Figure 1. Clock wiring as the flow saved it.
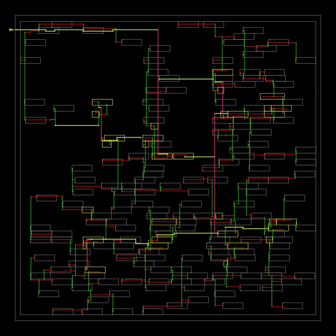
Figure 2. Pin map.
Scale: 3 px per um. Pins as bars across the die edge, other pins in gray.
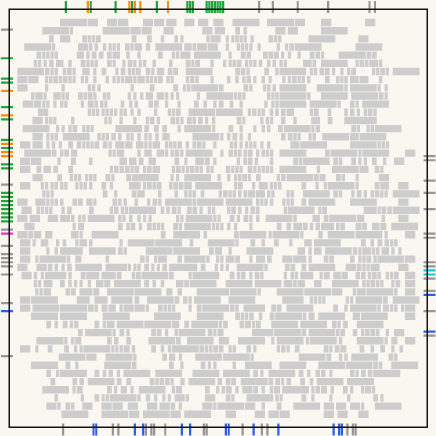
`src/rtl/acc_pkg.sv`:
```
// Shared types and defaults for the accelerator offload tracker.
package acc_pkg;

   localparam int unsigned NumWb     = 2;
   localparam int unsigned AddrWidth = 16;
   localparam int unsigned Depth     = 4;
   localparam int unsigned RdWidth   = 5;
   localparam int unsigned NumRegs   = 32;

   // One in-flight offload slot.
   typedef struct packed {
      logic                            valid;
      logic                            done;
      logic                            error;
      logic [AddrWidth-1:0]            addr;
      logic [NumWb-1:0]                wb;
      logic [NumWb-1:0][RdWidth-1:0]   rd;
   } acc_trk_entry_t;

   // One-hot register mask; x0 never maps to a bit.
   function automatic logic [NumRegs-1:0] rd_mask(input logic [RdWidth-1:0] rd);
      logic [NumRegs-1:0] m;
      m = '0;
      if (rd != '0) m[rd] = 1'b1;
      return m;
   endfunction

endpackage

```
`src/rtl/acc_rd_scoreboard.sv`:
```
// Pending-destination bitmap: set on issue, clear on retire, wiped on flush.
module acc_rd_scoreboard
   import acc_pkg::*;
(
   input  logic               clk,
   input  logic               rst,
   input  logic               flush,
   input  logic [NumRegs-1:0] set_mask,
   input  logic [NumRegs-1:0] clr_mask,
   output logic [NumRegs-1:0] busy
);

   // Set wins over clear; bit 0 is always forced low.
   always_ff @(posedge clk or posedge rst) begin
      if (rst) begin
         busy <= '0;
      end else if (flush) begin
         busy <= '0;
      end else begin
         busy <= ((busy & ~clr_mask) | set_mask) & ~NumRegs'(1);
      end
   end

endmodule

```
`src/rtl/acc_offload_tracker.sv`:
```
// In-order retire tracker for offloaded instructions with out-of-order completion.
module acc_offload_tracker #(
   parameter  int unsigned Depth     = acc_pkg::Depth,
   parameter  int unsigned NumWb     = acc_pkg::NumWb,
   parameter  int unsigned AddrWidth = acc_pkg::AddrWidth,
   localparam int unsigned IdWidth   = $clog2(Depth)
) (
   input  logic                      clk_i,
   input  logic                      rst_i,
   input  logic                      flush_i,
   input  logic                      issue_valid_i,
   output logic                      issue_ready_o,
   input  logic [AddrWidth-1:0]      issue_addr_i,
   input  logic [NumWb-1:0]          issue_wb_i,
   input  logic [NumWb-1:0][4:0]     issue_rd_i,
   output logic [IdWidth-1:0]        issue_id_o,
   input  logic                      rsp_valid_i,
   input  logic [IdWidth-1:0]        rsp_id_i,
   input  logic                      rsp_error_i,
   output logic                      retire_valid_o,
   input  logic                      retire_ready_i,
   output logic [AddrWidth-1:0]      retire_addr_o,
   output logic [NumWb-1:0]          retire_wb_o,
   output logic [NumWb-1:0][4:0]     retire_rd_o,
   output logic                      retire_error_o,
   output logic [31:0]               busy_rd_o,
   output logic [IdWidth:0]          count_o,
   output logic                      spurious_o
);

   import acc_pkg::acc_trk_entry_t;
   import acc_pkg::rd_mask;

   localparam int unsigned CntWidth = IdWidth + 1;
   localparam int unsigned EntAddrW = acc_pkg::AddrWidth;
   localparam int unsigned EntNumWb = acc_pkg::NumWb;
   localparam int unsigned EntRdW   = acc_pkg::NumWb * acc_pkg::RdWidth;
   localparam int unsigned RdBits   = NumWb * acc_pkg::RdWidth;

   acc_trk_entry_t          entries [Depth];
   acc_trk_entry_t          head_ent;
   acc_trk_entry_t          new_ent;
   logic [IdWidth-1:0]      head;
   logic [IdWidth-1:0]      tail;
   logic [CntWidth-1:0]     count;
   logic                    spurious;
   logic [31:0]             busy;
   logic [31:0]             set_mask;
   logic [31:0]             clr_mask;
   logic [31:0]             sb_set;
   logic [31:0]             sb_clr;
   logic                    hazard;
   logic                    issue_fire;
   logic                    retire_fire;
   logic                    rsp_match;

   assign head_ent       = entries[head];
   assign issue_id_o     = tail;
   assign retire_valid_o = head_ent.valid & head_ent.done;
   assign retire_addr_o  = AddrWidth'(head_ent.addr);
   assign retire_wb_o    = NumWb'(head_ent.wb);
   assign retire_rd_o    = RdBits'(head_ent.rd);
   assign retire_error_o = head_ent.error;
   assign busy_rd_o      = busy;
   assign count_o        = count;
   assign spurious_o     = spurious;

   // Handshake qualification, WAW hazard detection and scoreboard masks.
   always_comb begin
      hazard   = 1'b0;
      set_mask = '0;
      clr_mask = '0;
      for (int k = 0; k < NumWb; k++) begin
         if (issue_wb_i[k] && (issue_rd_i[k] != '0) && busy[issue_rd_i[k]]) hazard = 1'b1;
         if (issue_wb_i[k]) set_mask = set_mask | rd_mask(issue_rd_i[k]);
      end
      for (int k = 0; k < EntNumWb; k++) begin
         if (head_ent.wb[k]) clr_mask = clr_mask | rd_mask(head_ent.rd[k]);
      end
      issue_ready_o = (count < CntWidth'(Depth)) && !flush_i && !hazard;
      issue_fire    = issue_valid_i & issue_ready_o;
      retire_fire   = retire_valid_o & retire_ready_i;
      rsp_match     = rsp_valid_i & entries[rsp_id_i].valid & ~entries[rsp_id_i].done;
      sb_set        = issue_fire  ? set_mask : '0;
      sb_clr        = retire_fire ? clr_mask : '0;
      new_ent       = '0;
      new_ent.valid = 1'b1;
      new_ent.addr  = EntAddrW'(issue_addr_i);
      new_ent.wb    = EntNumWb'(issue_wb_i);
      new_ent.rd    = EntRdW'(issue_rd_i);
   end

   // Entry array, pointers, occupancy and spurious-response pulse.
   always_ff @(posedge clk_i or posedge rst_i) begin
      if (rst_i) begin
         for (int i = 0; i < Depth; i++) entries[i] <= '0;
         head     <= '0;
         tail     <= '0;
         count    <= '0;
         spurious <= 1'b0;
      end else if (flush_i) begin
         for (int i = 0; i < Depth; i++) begin
            entries[i].valid <= 1'b0;
            entries[i].done  <= 1'b0;
         end
         head     <= '0;
         tail     <= '0;
         count    <= '0;
         spurious <= 1'b0;
      end else begin
         spurious <= rsp_valid_i & ~rsp_match;
         if (rsp_match) begin
            entries[rsp_id_i].done  <= 1'b1;
            entries[rsp_id_i].error <= rsp_error_i;
         end
         if (retire_fire) begin
            entries[head].valid <= 1'b0;
            entries[head].done  <= 1'b0;
            head                <= head + IdWidth'(1);
         end
         if (issue_fire) begin
            entries[tail] <= new_ent;
            tail          <= tail + IdWidth'(1);
         end
         unique case ({issue_fire, retire_fire})
            2'b10:   count <= count + CntWidth'(1);
            2'b01:   count <= count - CntWidth'(1);
            default: count <= count;
         endcase
      end
   end

   acc_rd_scoreboard u_scoreboard (
      .clk      (clk_i),
      .rst      (rst_i),
      .flush    (flush_i),
      .set_mask (sb_set),
      .clr_mask (sb_clr),
      .busy     (busy)
   );

endmodule
```
`config.mk`:
```
export PLATFORM = sky130hd
export DESIGN_NAME = acc_offload_tracker
export DESIGN_NICKNAME = d
export VERILOG_FILES = /design/src/rtl/acc_pkg.sv /design/src/rtl/acc_rd_scoreboard.sv /design/src/rtl/acc_offload_tracker.sv
export SDC_FILE = /design/constraint.sdc
export NUM_CORES = 1
export LEC_CHECK = 0
export ABC_AREA = 1
export CAP_MARGIN = 20
export CORE_MARGIN = 2
export CORE_UTILIZATION = 51
export DETAILED_ROUTE_END_ITERATION = 8
export PLACE_DENSITY_LB_ADDON = 0.12
export SLEW_MARGIN = 20
export SYNTH_ARGS = -nofsm -noshare
export SYNTH_HDL_FRONTEND = slang
export SYNTH_HIERARCHICAL = 1
export SYNTH_SLANG_ARGS = --single-unit
```
`constraint.sdc`:
```
create_clock -name clk_i -period 3.9 [get_ports clk_i]
set_input_delay 0.585 -clock clk_i [delete_from_list [all_inputs] [get_ports clk_i]]
set_output_delay 0.585 -clock clk_i [all_outputs]
set_load 0.02 [all_outputs]
```
==> flow_metrics.py <==
# Synthesis and PnR figures
metrics = {
    "placement": {
        "postPlaceCellArea_mm2": 0.0106,
        "place_worst_setup_slack_ns": 0.434,
        "count_of_buffers_inserted_at_the_top_level_ports": 104,
    },
    "power": {
        "comb_cell_power_mw": 1.12,
        "total_power_mw": 5.05,
        "seq_power_mw": 2.23,
        "sequential_power_share": 0.441,
    },
    "floorplan": {
        "die_span_in_y_um": 139,
        "placeableCoreArea_mm2": 0.0179,
    },
    "routing": {
        "top_signal_layer_used": "met4",
        "wl_met3_um": 2200,
        "antenna_violating_nets_post_route": 0,
        "drt-met1-wl_um": 12600,
    },
    "layout": {
        "buffers_excl_clock": 144,
        "final_common_cell": "nand2_1",
        "clockBufferCount": 19,
        "clkCellAreaFrac": 0.0530,
    },
    "sta": {
        "f_max_mhz": 272,
        "setup_viol": 0,
    },
    "critical_path": {
        "critical_path.cell_chain": "clkinv_1, buf_4, nand2_1, a32oi_1, clkdlybuf4s50_1",
        "critPathTopFamily": "buffers and inverters",
        "critical_path_required_ns": 3.31,
        "reg2reg_setup_slack_ns": 0.80,
        "cp-endpoint": "retire_rd_o[7]",
    },
    "clocking": {
        "post_cts_buffers": 0,
        "worst_path_clk_slew_ns": 0.07,
    },
    "hold_path": {
        "hold_path.startpoint": "entries[78]$_DFFE_PP0P_",
        "hold_end": "entries[78]$_DFFE_PP0P_",
    },
    "grt": {
        "grt_max_degree": 60,
        "global_route.usage.total": 0.283,
    },
    "synth": {
        "syn_inst": 1325,
    },
    "outcome": {
        "outcome": "finished, final reports clean",
    },
}
## Picture notes: Figure 1
final clock skew: 0.0128 ns
total clock sinks: 163
Skew-Pair Late Insertion Delay: 0.43 ns
clock group total power: 1.70 mW
number of buffers inserted during clock tree synthesis: 17

## Picture notes: Figure 2
Blue marks retire_addr_o, pins 16, direction output, edge 13 south, 2 east, 1 west. Magenta marks flush_i, pins 1, direction input, edge west. Orange marks issue_rd_i, pins 10, direction input, edge 5 west, 5 north. Green marks busy_rd_o, pins 32, direction output, edge 17 west, 15 north. Cyan marks rsp_id_i, pins 2, direction input, edge east.
All pins by edge: 35 west, 28 south, 26 north, 17 east.

Power figures rest on the tool's default switching activity, not on a simulated workload.
